$ cat src/rtl/phase_sequencer.sv
// One-hot phase sequencer for the multi-cycle core: per-phase stall hold,
// memory-phase wait states, debug halt/single-step at retire, cycle/instret counters.
module phase_sequencer #(
  parameter int NPHASE    = 5,
  parameter int MEM_PHASE = 3,
  parameter int WAITW     = 4,
  parameter int CNTW      = 64
) (
  input  logic              clk,
  input  logic              rst_n,
  input  logic [NPHASE-1:0] stall_in,
  input  logic [WAITW-1:0]  mem_wait_cfg,
  input  logic              halt_req,
  input  logic              step_req,
  output logic [NPHASE-1:0] phase,
  output logic              halted,
  output logic              retire,
  output logic [CNTW-1:0]   cycle,
  output logic [CNTW-1:0]   instret
);

  localparam logic [NPHASE-1:0] PH0 = {{(NPHASE-1){1'b0}}, 1'b1};

  typedef enum logic {RUN, HALT} state_t;

  state_t            state;
  logic [WAITW-1:0]  wait_cnt;
  logic              wait_done;
  logic              adv;
  logic [NPHASE-1:0] phase_rot;

  // Stall and wait are independent holds; both must clear to advance.
  assign wait_done = !phase[MEM_PHASE] || (wait_cnt == '0);
  assign adv       = (state == RUN) && !(|(phase & stall_in)) && wait_done;
  assign retire    = adv && phase[NPHASE-1];
  assign phase_rot = {phase[NPHASE-2:0], phase[NPHASE-1]};

  always_ff @(posedge clk or negedge rst_n) begin
    if (!rst_n) begin
      state    <= RUN;
      phase    <= PH0;
      halted   <= 1'b0;
      wait_cnt <= '0;
      cycle    <= '0;
      instret  <= '0;
    end else begin
      case (state)
        RUN: begin
          cycle <= cycle + 1'b1;
          if (adv) begin
            if (retire) instret <= instret + 1'b1;
            // halt_req is only looked at on the instruction boundary
            if (retire && halt_req) begin
              state  <= HALT;
              phase  <= '0;
              halted <= 1'b1;
            end else begin
              phase <= phase_rot;
              if (phase_rot[MEM_PHASE]) wait_cnt <= mem_wait_cfg;
            end
          end else if (phase[MEM_PHASE] && wait_cnt != '0) begin
            wait_cnt <= wait_cnt - 1'b1;
          end
        end
        HALT: begin
          if (!halt_req || step_req) begin
            state  <= RUN;
            phase  <= PH0;
            halted <= 1'b0;
            if (MEM_PHASE == 0) wait_cnt <= mem_wait_cfg;
          end
        end
        default: begin
          state  <= RUN;
          phase  <= PH0;
          halted <= 1'b0;
        end
      endcase
    end
  end

endmodule

$ cat config.mk
export PLATFORM = sky130hd
export DESIGN_NAME = phase_sequencer
export DESIGN_NICKNAME = d
export VERILOG_FILES = /design/src/rtl/phase_sequencer.sv
export SDC_FILE = /design/constraint.sdc
export NUM_CORES = 1
export LEC_CHECK = 0
export CORE_MARGIN = 3
export CORE_UTILIZATION = 57
export DETAILED_ROUTE_END_ITERATION = 10
export DONT_BUFFER_PORTS = 1
export GPL_TIMING_DRIVEN = 1
export PLACE_DENSITY = 0.75
export SLEW_MARGIN = 15
export SYNTH_ARGS = -nofsm -noshare
export SYNTH_HDL_FRONTEND = slang
export SYNTH_SLANG_ARGS = --single-unit
$ cat constraint.sdc
create_clock -name clk -period 2.25 [get_ports clk]
set_input_delay 0.225 -clock clk [delete_from_list [all_inputs] [get_ports clk]]
set_output_delay 0.225 -clock clk [all_outputs]
set_load 0.02 [all_outputs]
run_1/floorplan.png
(3 px per um) Pins as bars on the die edge.
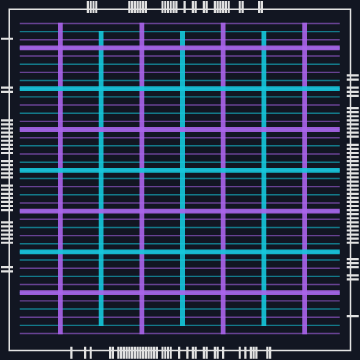
color	net
purple	VSS
cyan	VDD
met5 straps	7
met4 straps	7
signal pins	148
die span in x: 113.3 um
y dimension of the die: 113.3 um
largest voltage drop on the vdd net: 0.6035 mV
placeable core area: 11030 sq um

run_1/clock_wires.png
(2 px per um)
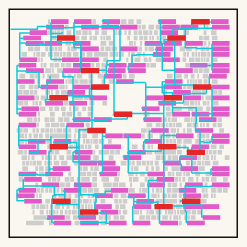
[cyan] clock wires | length: 1680 um
[red] clock-net drivers | count: 17
[magenta] flip-flops | count: 139
flops lie	all over the die
routed clock nets	18
Power Clock: 2.84 mW
clk_skew: 0.005910 ns

run_1/gates.png
(2 px per um)
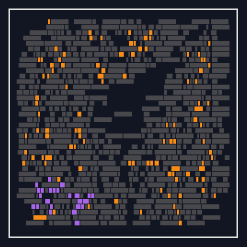
color	family	cells	where
orange	nor cells	101	all over the die
purple	aoi and oai cells	24	lower left
fraction of area in multi-input gates: 36.83%
commonest non-fill, non-tap cell in the layout: dfrtp_1
final non-filler cell total: 899

==> run summary, run 1 <==
Physical design

The initial antenna violation count stands at 0. The global placement routability congestion stands at roughly 0.83. For reference, the placement row count at floorplan is 38. Clock tree synthesis selected as its root buffer the cell clkbuf_16. The synthesis-stage register bit count stands at ~140.

The post-cts hold buffer count stands at 2. STA classifies the critical path endpoint as a flip-flop. The flow ran to the end, but the final reports show violations. Once iteration 0 of detailed routing completed, the report listed 401 DRC markers. The share of the synthesized area in the top cell type stands at between 50 and 60%. After global routing the overflow that remains totals 0.

The portion of the post-synthesis area used by sequential elements stands at 53.04%. The power per cell area stands at 657.8 nW/um^2. The critical path is of the flip-flop to flip-flop type. Counting flops with an async set or reset pin after synthesis yields a share of 100.0%. Counting flops with a built-in enable in the synthesized netlist gives 0.

The leakage dissipation stands at 4.014 nW. The number of buffers on the longest clock path stands at 2. Buffers inserted during clock tree synthesis total 17. Summing internal, switching and leakage power gives approximately 5.4 mW.

The mean routed wirelength per cell stands at 17.94 um. The post-synthesis instance total stands at 629. Grouping stages by cell kind, the critical path spends the most delay in simple AND/OR/NAND/NOR gates. The count of fill cells added during filler insertion stands at 752. The average cell area after synthesis stands at between 10 and 15 sq um. The number of warnings reported in the stage logs is 30.

The synthesized netlist contains 49 unique library cells. The first global-routing pass estimated 27090 um of wire. The worst hold slack stands at -0.5015 ns.

The pin count of the biggest net entering global routing stands at 140. The checks that failed: hold timing. The critical path buffer and inverter count stands at 0. The placed instance count stands at about 860.

In this run the tool buffered the top-level ports with 0 buffer cells. The highest achievable clock rate stands at 461.5 MHz. The layout overhead on the synthesized area stands at 24.03%.

Warnings reported by Yosys during synthesis add up to 0. After the last flow step, the layout net total stands at 763. The layout report lists the multi-input gate area as 2997 sq um. STA on the placed design reports a worst setup slack of -0.004437 ns. The first detailed-routing pass took 5 iterations. Looking at the cell usage after synthesis, the top flip-flop cell is dfrtp_1. By count the netlist is led by dfrtp_1, xnor2_1, nand2_1, xor2_1, nand3_1. The OpenROAD report gives the critical path a required time of between 2 and 3 ns. In this run the cell area measured after placement is 7462 sq um. Across all layers, the routed design uses about 5300 vias. The insertion delay of the later-clocked pin in the worst-skew pair stands at 0.42 ns.

TritonCTS built the clock tree. Yosys stat counts 629 cells in the synthesized netlist. The final report gives the standard cell area, fillers excluded, as 8137 sq um. Traced cell by cell, the critical path runs through nand3_1 > nor4_1 > or4b_2 > nor2_1 > xor2_1. The layout report lists the combined flip-flop and latch area as 3480 sq um. The critical-path maximum fanout stands at 5. The number of failing hold endpoints at the final stage stands at 139.

Checking hold timing, the worst path is listed with class primary input to asynchronous set/reset pin. For this run, the slowest stage of the critical path takes approximately 0.71 ns. The via count normalized by instance count stands at around 6. TritonCTS reports the number of clock sinks as 139. The final cell utilization of the core stands at 73.76%. Counting pins that exceed their max-slew limit in the final report gives 0. The tightest slew margin relative to the limit stands at a little under three fifths. The full die area stands at between 10000 and 15000 sq um.

The detail route stage leaves a number of antenna-violating nets equal to 0. The run reported a max-capacitance violation count of 0. The final setup violation count stands at 0.

The detailed-placement wirelength estimate stands at 11560 um. The detailed-route DRC error count stands at 0. STA classifies the critical path startpoint as a flip-flop.

The number of global-route vias before repair was 5457. The total cell area reported by yosys after synthesis stands at 6560 sq um. In the final layout, the share of cells above drive strength 1 is 20.29%. The total global routing track utilization stands at 26.39%. During I/O placement, the number of pins put on the boundary was 148. In the post-route report, total wirelength is listed as 16130 um. The slowest stage of the critical path belongs to the cell or4b_2.

The main area contributors are dfrtp_1, xnor2_1, xor2_1. In this run the cell area of the synthesized design comes to 6560 sq um. Once routing completed, OpenROAD measured the worst setup slack at just over 0.08 ns. The pin closest to its max-slew limit shows a slew of 0.6371 ns. The post-synth net total stands at 645.

Sorting the synthesis cell report by count puts at the top dfrtp_1. Sorting the Yosys area breakdown by cell type puts at the top dfrtp_1. Before placement the cells fill 59.47% of the core.

CTS built an H-tree with a depth of 4. On the worst setup and hold paths after CTS, the clock-pin slew comes to 0.06 ns. The signal arrival time at the worst endpoint stands at ~2.5 ns. After layout, the worst path uses about 96% of the clock period.
[run 1: flip-flops by register name, summed over array words and instances, names as in the netlist]
signal,cells
cycle,64
instret,64
halted,1
wait_cnt,4
phase,5
state,1
[run 1: metal layers]
layer,vias up,GRT usage (%),wire length (um)
li1,2454,-,-
met2,224,42.42,7913
met4,0,11.54,469
met5,-,0,0
met1,2603,32.29,6319
met3,47,9.305,1426
[run 1: report_power, final]
part	internal, mW	switching, mW
registers	2.50	0
logic	0.00456	0.00273
clock network	1.84	0.999
total	4.35	1.00
[run 1: stage by stage]
stage / TNS, ns / hold WS (ns)
final: 0 / -0.5015
after global routing: -0.007972 / -0.5225
after CTS: 0 / -0.5178
after detailed placement: -0.004437 / -0.06710
after global placement: 0 / -0.06636
after floorplan: 0 / -0.07059
[run 1: path summary, 6_finish.rpt]
check | from | depth (start not counted) | slack [ns] | to
worst min register to register | wait_cnt[1]$_DFFE_PN0P_ | 2 | 0.53 | wait_cnt[1]$_DFFE_PN0P_
worst max register to register | phase[4]$_DFFE_PN0P_ | 5 | 0.08 | instret[19]$_DFFE_PN0P_
worst min-delay path | rst_n | 0 | -0.50 | cycle[33]$_DFFE_PN0N_
max in group asynchronous | rst_n | 0 | 2.57 | instret[0]$_DFFE_PN0P_
min in group clk | mem_wait_cfg[2] | 2 | 0.03 | wait_cnt[2]$_DFFE_PN0P_
worst max-delay path | phase[4]$_DFFE_PN0P_ | 5 | 0.08 | instret[19]$_DFFE_PN0P_
[run 1: worst reg2reg max path: stages, from the launching register on]
cell     delay, ns
dfrtp_1       0.45
nand3_1       0.17
nor4_1        0.43
or4b_2        0.71
nor2_1        0.17
xor2_1        0.16
[run 1: timing repair]
item	CTS	global route
cloned	0	0
gates resized	7	3
endpoints found under the hold margin	141	139
setup buffers	0	2
setup endpoints to repair	8	10
pin swaps	0	1
[run 1: cells by family (layout without fill, tap and decap cells)]
logic type	count (synthesis)	in the layout	share of synthesized area (%)
and+or+nand+nor	304	304	24.60
DFF	139	139	53.04
xor gates and xnor gates	126	126	16.82
AOI/OAI and AO/OA	29	29	2.823
buffers and inverters	26	156	1.793
adders and majority gates	3	3	0.5723
muxes	2	2	0.3433
[run 1: placed cells by master, fill, tap and decap left out, types with 3 or more instances in the layout]
cell,n
a21oi_1,7
a22oi_1,3
and2_1,5
and3_1,18
and4_1,6
buf_4,106
bufinv_16,3
clkbuf_16,17
clkbuf_8,4
clkinv_2,5
dfrtp_1,138
inv_1,15
nand2_1,61
nand2b_1,3
nand3_1,53
nand4_1,41
nand4_2,3
nor2_1,43
nor3_1,29
nor4_1,20
o21ai_0,8
or3_1,4
xnor2_1,64
xor2_1,62
[run 1: area by class of cell]
class                      count  share of cell area [%]
multi-input combinational    464                   36.83
clock buffer                  23                   5.997
sequential                   139                   42.76
inverter                      17                  0.8150
clock inverter                 8                   1.415
timing repair buffer         108                   10.03
tap                          140                   2.153
==> inputs of run 2 (changes only) <==
Settings changed: CAP_MARGIN set to 0.
run_2/floorplan.png
(3 px per um) Pins as bars on the die edge.
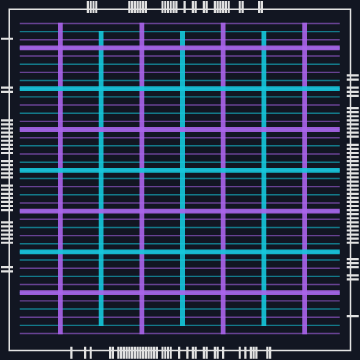
color	net
cyan	VDD
purple	VSS
met4 straps	7
rows	38
met1 rails	39

==> run 2 against run 1 <==
Against the previous run:
- the flow still finishes with violations (hold timing)
- via count did not move
- routed wire length stayed put
- hold slack did not move
- maximum frequency did not move
- sequential power hardly changed
- total power unchanged
- area after synthesis is the same
- utilization stayed put
- global-route usage stayed put
- critical path depth stayed put
- critical endpoint unchanged
- largest power group unchanged
==> run summary, run 2 <==
Physical design

The flow ran to the end, but the final reports show violations. The final reports fail on hold timing. For reference, the top cells by count after synthesis are dfrtp_1, xnor2_1, nand2_1, xor2_1, nand3_1. The area of the core region was 11030 sq um (unchanged). The critical-path maximum fanout stands at 5 (unchanged). The number of synthesized flops with an enable pin stands at 0 (unchanged).

The post-cts hold buffer count stands at 2 (unchanged). The root buffer cell chosen for the clock tree is clkbuf_16. The combinational share of power stands at 0.1% (about the same). The number of global-route vias before repair stands at 5457 (unchanged). The number of cells in the finished layout apart from fillers stands at 899 (unchanged). The final worst-path setup slack was 0.08315 ns (unchanged). The largest individual stage delay along the critical path comes from the cell or4b_2. The power per cell area stands at 657.8 nW/um^2 (unchanged). The area of all placed cells without fillers stands at 8137 sq um (unchanged). dfrtp_1 is the most common cell in the netlist. The number of distinct library cells after synthesis was 49 (unchanged). For this run, the leading register cell type out of synthesis is dfrtp_1. The met3 demand-to-capacity share in global routing stands at 9.305% (unchanged). The flop-to-flop setup slack stands at 0.08 ns (about the same). The total of max-cap violations is 0 (unchanged). The mean routed wirelength per cell came to 17.94 um (unchanged). The leakage dissipation was 4.014 nW (unchanged).

The wire length of the first global-routing pass stands at 27090 um (unchanged). The final cell utilization of the core came to 73.76% (unchanged). The violation count after the first detailed-route iteration stands at 401 (unchanged). The netlist area before placement stands at 6560 sq um (unchanged). The number of failing hold endpoints at the final stage was 139 (unchanged).

The worst hold slack stands at -0.5015 ns (unchanged). The register clock-pin slew on the reported worst setup and hold paths stands at 0.06 ns (about the same). The met1 global-route usage came to 32.29% (unchanged).

TritonCTS built the clock tree. The highest achievable clock rate is 461.5 MHz (unchanged). The total global routing track utilization stands at 26.39% (unchanged). The count of TritonRoute iterations in the first routing pass was 5 (unchanged). The detailed-route DRC error count stands at 0 (unchanged). The async set-reset flop share out of synthesis stands at 100.0% (unchanged).

The post-synth net total came to 645 (unchanged). For the worst reg-to-reg path, the endpoint reported by OpenROAD is instret[19]$_DFFE_PN0P_. The full die area came to 12830 sq um (unchanged). The worst setup timing slack at the placement stage stands at -0.004437 ns (unchanged). The fraction of the core area occupied by cells at floorplan stands at 59.47% (unchanged). The count of warning messages emitted by the tools was 30 (unchanged). The quantity of I/O buffers inserted on ports came to 0 (unchanged). The critical path goes through nand3_1 > nor4_1 > or4b_2 > nor2_1 > xor2_1. Grouping stages by cell kind, the critical path spends the most delay in simple AND/OR/NAND/NOR gates. The signal arrival time at the worst endpoint stands at 2.51 ns (about the same). The most critical min-delay path falls under primary input to asynchronous set/reset pin. The share of the synthesized area in the top cell type was 52.64% (unchanged).

The largest registers in the layout are cycle (64), instret (64), phase (5). The tightest slew margin relative to the limit came to 57.08% (unchanged). The layout cell share with drive strength beyond 1 stands at 20.29% (unchanged). The initial antenna violation count stands at 0 (unchanged). The post-synthesis instance total was 629 (unchanged).

The main area contributors are dfrtp_1, xnor2_1, xor2_1. The Yosys warning count is 0 (unchanged). The number of cells on the worst reg-to-reg path stands at 5 (unchanged).

The net switching power stands at 1.002 mW (unchanged). The H-tree level count stands at 4 (unchanged). The critical path buffer and inverter count is 0 (unchanged). The die width is 113.3 um (unchanged). The portion of the post-synthesis area used by sequential elements stands at 53.04% (unchanged).

The detailed-route wire length stands at 16130 um (unchanged). STA classifies the critical path startpoint as a flip-flop. The net count of the finished layout stands at 763 (unchanged).

The proportion of total power due to net switching was 18.72% (unchanged). In this run the critical register-to-register path is launched from phase[4]$_DFFE_PN0P_. The overflow left after global routing came to 0 (unchanged). The count of pins on the block boundary stands at 148 (unchanged).

The pin slew with the least headroom to its limit is 0.6371 ns (unchanged).
run_2/clock_nets.png
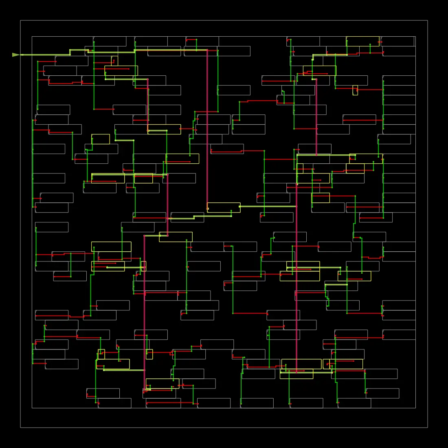
Seq Cell Count: 139
clock sink total: 139
count of clock buffers in the final design: 23
number of buffers created by CTS: 17

run 2: layer usage:
layer / vias up / share of wire, % / wire [um]
li1: 2454 / - / -
met1: 2603 / 39 / 6319
met4: 0 / 2.9 / 469
met2: 224 / 49 / 7913
met5: - / 0 / 0
met3: 47 / 8.8 / 1426
run 2: what timing repair did:
action / CTS / global route
pin swaps: 0 / 1
hold endpoints to repair: 141 / 139
resized: 7 / 3
buffers inserted: 0 / 2
setup endpoints to repair: 8 / 10
run 2: worst max path at each step:
stage	end	startpoint	slack [ns]	cells after the start
finish	instret[19]$_DFFE_PN0P_	phase[4]$_DFFE_PN0P_	0.08	5
global route	retire	wait_cnt[0]$_DFFE_PN0P_	-0.008	8
CTS	retire	wait_cnt[0]$_DFFE_PN0P_	0.04	8
detailed placement	instret[21]$_DFFE_PN0P_	wait_cnt[0]$_DFFE_PN0P_	-0.004	7
global placement	instret[21]$_DFFE_PN0P_	wait_cnt[0]$_DFFE_PN0P_	0.1	7
floorplan	instret[21]$_DFFE_PN0P_	phase[4]$_DFFE_PN0P_	0.07	6
run 2: power by group through the flow:
stage          clock network [mW]  registers, mW  logic, mW
3_3_place_gp                    0           2.55    0.00370
4_1_cts                      2.89           2.50    0.00700
5_1_grt                      3.02           2.50    0.00815
2_1_floorplan                   0           2.55    0.00333
3_5_place_dp                    0           2.55    0.00371
6_report                     2.84           2.50    0.00729
run 2: cell type report:
| cell class | count | area, sq um |
|---|---|---|
| Tap cell | 140 | 175.2 |
| Inverter | 17 | 66.31 |
| Multi-Input combinational cell | 464 | 2997 |
| Timing Repair Buffer | 108 | 815.8 |
| Fill cell | 752 | 2894 |
| Clock inverter | 8 | 115.1 |
| Sequential cell | 139 | 3480 |
| Clock buffer | 23 | 488.0 |
run 2: cells by family (layout without fill, tap and decap cells):
logic type / after synthesis / in the layout / share of synthesized area (%)
flops: 139 / 139 / 53.04
compound gates: 29 / 29 / 2.823
xor+xnor: 126 / 126 / 16.82
buf+inv: 26 / 156 / 1.793
mux: 2 / 2 / 0.3433
fa+ha+maj: 3 / 3 / 0.5723
simple gates: 304 / 304 / 24.60
run 2: worst register-to-register path: stages, from the launching register on:
cell     delay (ns)
dfrtp_1        0.45
nand3_1        0.17
nor4_1         0.43
or4b_2         0.71
nor2_1         0.17
xor2_1         0.16
run 2: metrics by stage:
stage	power [mW]	hold WS, ns
after floorplan	2.550	-0.07059
after global routing	5.524	-0.5225
after global placement	2.549	-0.06636
after detailed placement	2.549	-0.06710
final	5.352	-0.5015
after CTS	5.399	-0.5178
Power and IR drop assume default switching activity.
